### Zoomed window

Region (34, 68) to (59, 93) µm. Cells in grey, sequential cells in the stronger grey; small squares are vias.
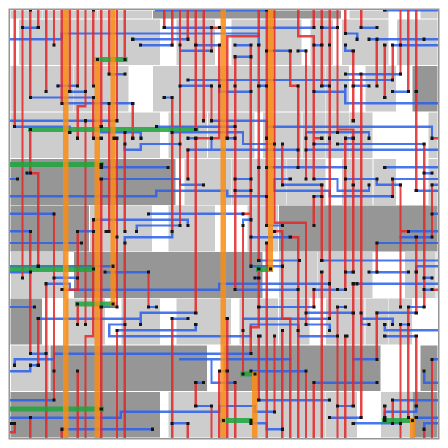
### Placement density heat map

(2 px per µm) The die is cut into 9 by 16 equal tiles; black is low, pale yellow is high, 0 to 100% covered.
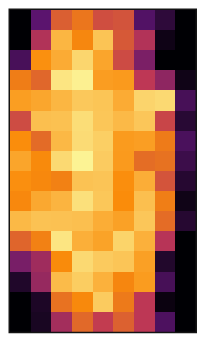
Design sd_spi_responder, sky130hd; sources not shown.
==> flow report <==
====================================================================================
Vias ..................................................................         5346
Cell with the most instances after synthesis .......................... sky130_fd_sc_hd__nand2_1
Power per standard cell area ..........................................   424 nW/µm²
Worst hold slack after final layout ...................................   -0.0228 ns
Count of flip-flops and latches .......................................          165
Largest net degree at the start of global routing .....................           48
Warnings from Yosys ...................................................            0
Clock buffer instance count of the final layout .......................           18
Detailed-route wire length per cell ...................................      19.2 µm
Total Die Area ........................................................    14900 µm²
Final Hold Violation Tally ............................................           30
Part of the Yosys area used for sequential elements ...................        57.6%
Crit path depth .......................................................            1
Number of warning messages in the logs ................................           29
Most used flip-flop cell after synthesis .............................. sky130_fd_sc_hd__edfxtp_1
Number of diodes ......................................................            0
Worst min-delay path category .........................................     in2async
Simple-Gate Fraction of Synth Area ....................................        18.4%
Type of the worst setup path ..........................................      reg2out
Antenna violations before repair ......................................            0
Outcome ............................................................... finished with violations
Post-layout worst setup margin ........................................    0.0864 ns
Layout Cell Area excl Fill ............................................     9130 µm²
Routed wire length ....................................................     17600 µm
MI comb area ..........................................................     3150 µm²
Io pins ...............................................................           45
Buffer and inverter count on the worst path ...........................            1
Overall die height ....................................................       161 µm
Row Count .............................................................           57
Post-synthesis cell count from yosys ..................................          689
Area-dominant cell class after layout ................................. flip-flops and latches
Critical path's top delay family ...................................... buffers and inverters
Nets ..................................................................          738
Top logic cells by instance count in the layout ....................... sky130_fd_sc_hd__nand2_1 (136), sky130_fd_sc_hd__edfxtp_1 (87), sky130_fd_sc_hd__dfrtp_1 (74), sky130_fd_sc_hd__and2_1 (49)
Layout buffer count excluding clock buffers ...........................           55
Tally of filler cells in the layout ...................................         1020
Slew headroom .........................................................        32.4%
Port Buf Inserts ......................................................           44
Setup slack at placement ..............................................     0.555 ns
Data buffer area share ................................................        5.84%
Prevailing logic family in the synthesized netlist .................... simple AND/OR/NAND/NOR gates
Weighted congestion at the end of routability-driven global placement .        0.896
Compound Share, Synth .................................................        6.47%
Sequential cell area ..................................................     4570 µm²
Maximum single-stage delay on the critical path .......................      0.79 ns
Critical path arrival .................................................      4.05 ns
Invs w/o clock ........................................................           15
Clock tree from TritonCTS .............................................          yes
Category of the worst setup path capture point ........................   output pin
CP cell instances ..................................................... clkdlybuf4s50_1
Mean post-synth cell area .............................................     11.5 µm²
Data required time of the worst path ..................................      4.14 ns
Placed instance area ..................................................     8530 µm²
Yosys cell types ......................................................           56
Number of max-cap violations ..........................................            0
Synthesized registers .................................................          165
Post-synth ARST share .................................................        47.3%
Fraction of area in registers .........................................        50.1%
Share of the synthesized area in the top cell type ....................        32.9%
Maximum vdd drop ......................................................     0.285 mV
Worst Reg-to-Reg Cells ................................................           10
Final-report setup violation count ....................................            0
Maximum clock insertion buffer count ..................................            2
Clock Pin Slew Worst Setup and Hold Paths .............................      0.07 ns
Tap cells .............................................................          177
Vias/cell .............................................................         5.82
Unrepaired setup endpoints after global routing .......................           no
Cell type with the largest total area after synthesis ................. sky130_fd_sc_hd__edfxtp_1
Biggest area cells .................................................... sky130_fd_sc_hd__edfxtp_1 (33%), sky130_fd_sc_hd__dfrtp_1 (23%), sky130_fd_sc_hd__nand2_1 (6.4%)
Post-synthesis instance total .........................................          689
Final clock-cell share ................................................        6.55%
Post-synthesis chip area from yosys ...................................     7930 µm²
Adder-cell share of the synthesized area ..............................       0.947%
Die X .................................................................      92.8 µm
Violated checks .......................................................  hold timing
Total negative slack for setup checks .................................         0 ns
First-pass iteration count of the detailed router .....................            5
Final setup skew ......................................................    0.0341 ns
Multiplexer share of the synthesized area .............................       0.268%
Fraction of synthesized cell area in xor and xnor cells ...............        13.5%
Hpwl dp ...............................................................     11900 µm
Floorplan Nets ........................................................          699
====================================================================================
About 'Zoomed window':
Key: red = met2; blue = met1; orange = met4; green = met3
48 logic cells have their middle in the window. Most frequent: nand2_1 (5), and2_1 (5), buf_4 (4). Sequential cells in the window: 6.

About 'Placement density heat map':
46% of the tiles are over 75% full. The mean over all tiles is 60%. 9.0% of the tiles are nearly empty.
Floorplan Utilization: 56.7%
core outline area: 14000 µm²
utilization of the core after routing: 65.3%

-- where the power goes --
part           total [µW]  internal [µW]  switching [µW]
clock                1460            818             643
sequential           1670           1600            61.3
combinational         739            372             367
total                3870           2790            1070
-- metal layers --
metal,global-route usage (%),up-vias,part of all wire [%]
met3,4.97,47,4.4
met4,13.1,0,3.5
met5,0,-,0
li1,-,2439,-
met2,44.5,166,55
met1,29.4,2694,37
-- stage by stage --
step | std cells | utilization (%) | total power [µW]
3_3_place_gp | 886 | 61.0 | 2360
3_5_place_dp | 886 | 61.0 | 2430
5_1_grt | 918 | 65.3 | 3990
6_report | 918 | 65.3 | 3870
2_1_floorplan | 689 | - | 2260
4_1_cts | 918 | 65.3 | 3860
Power figures rest on the tool's default switching activity, not on a simulated workload.
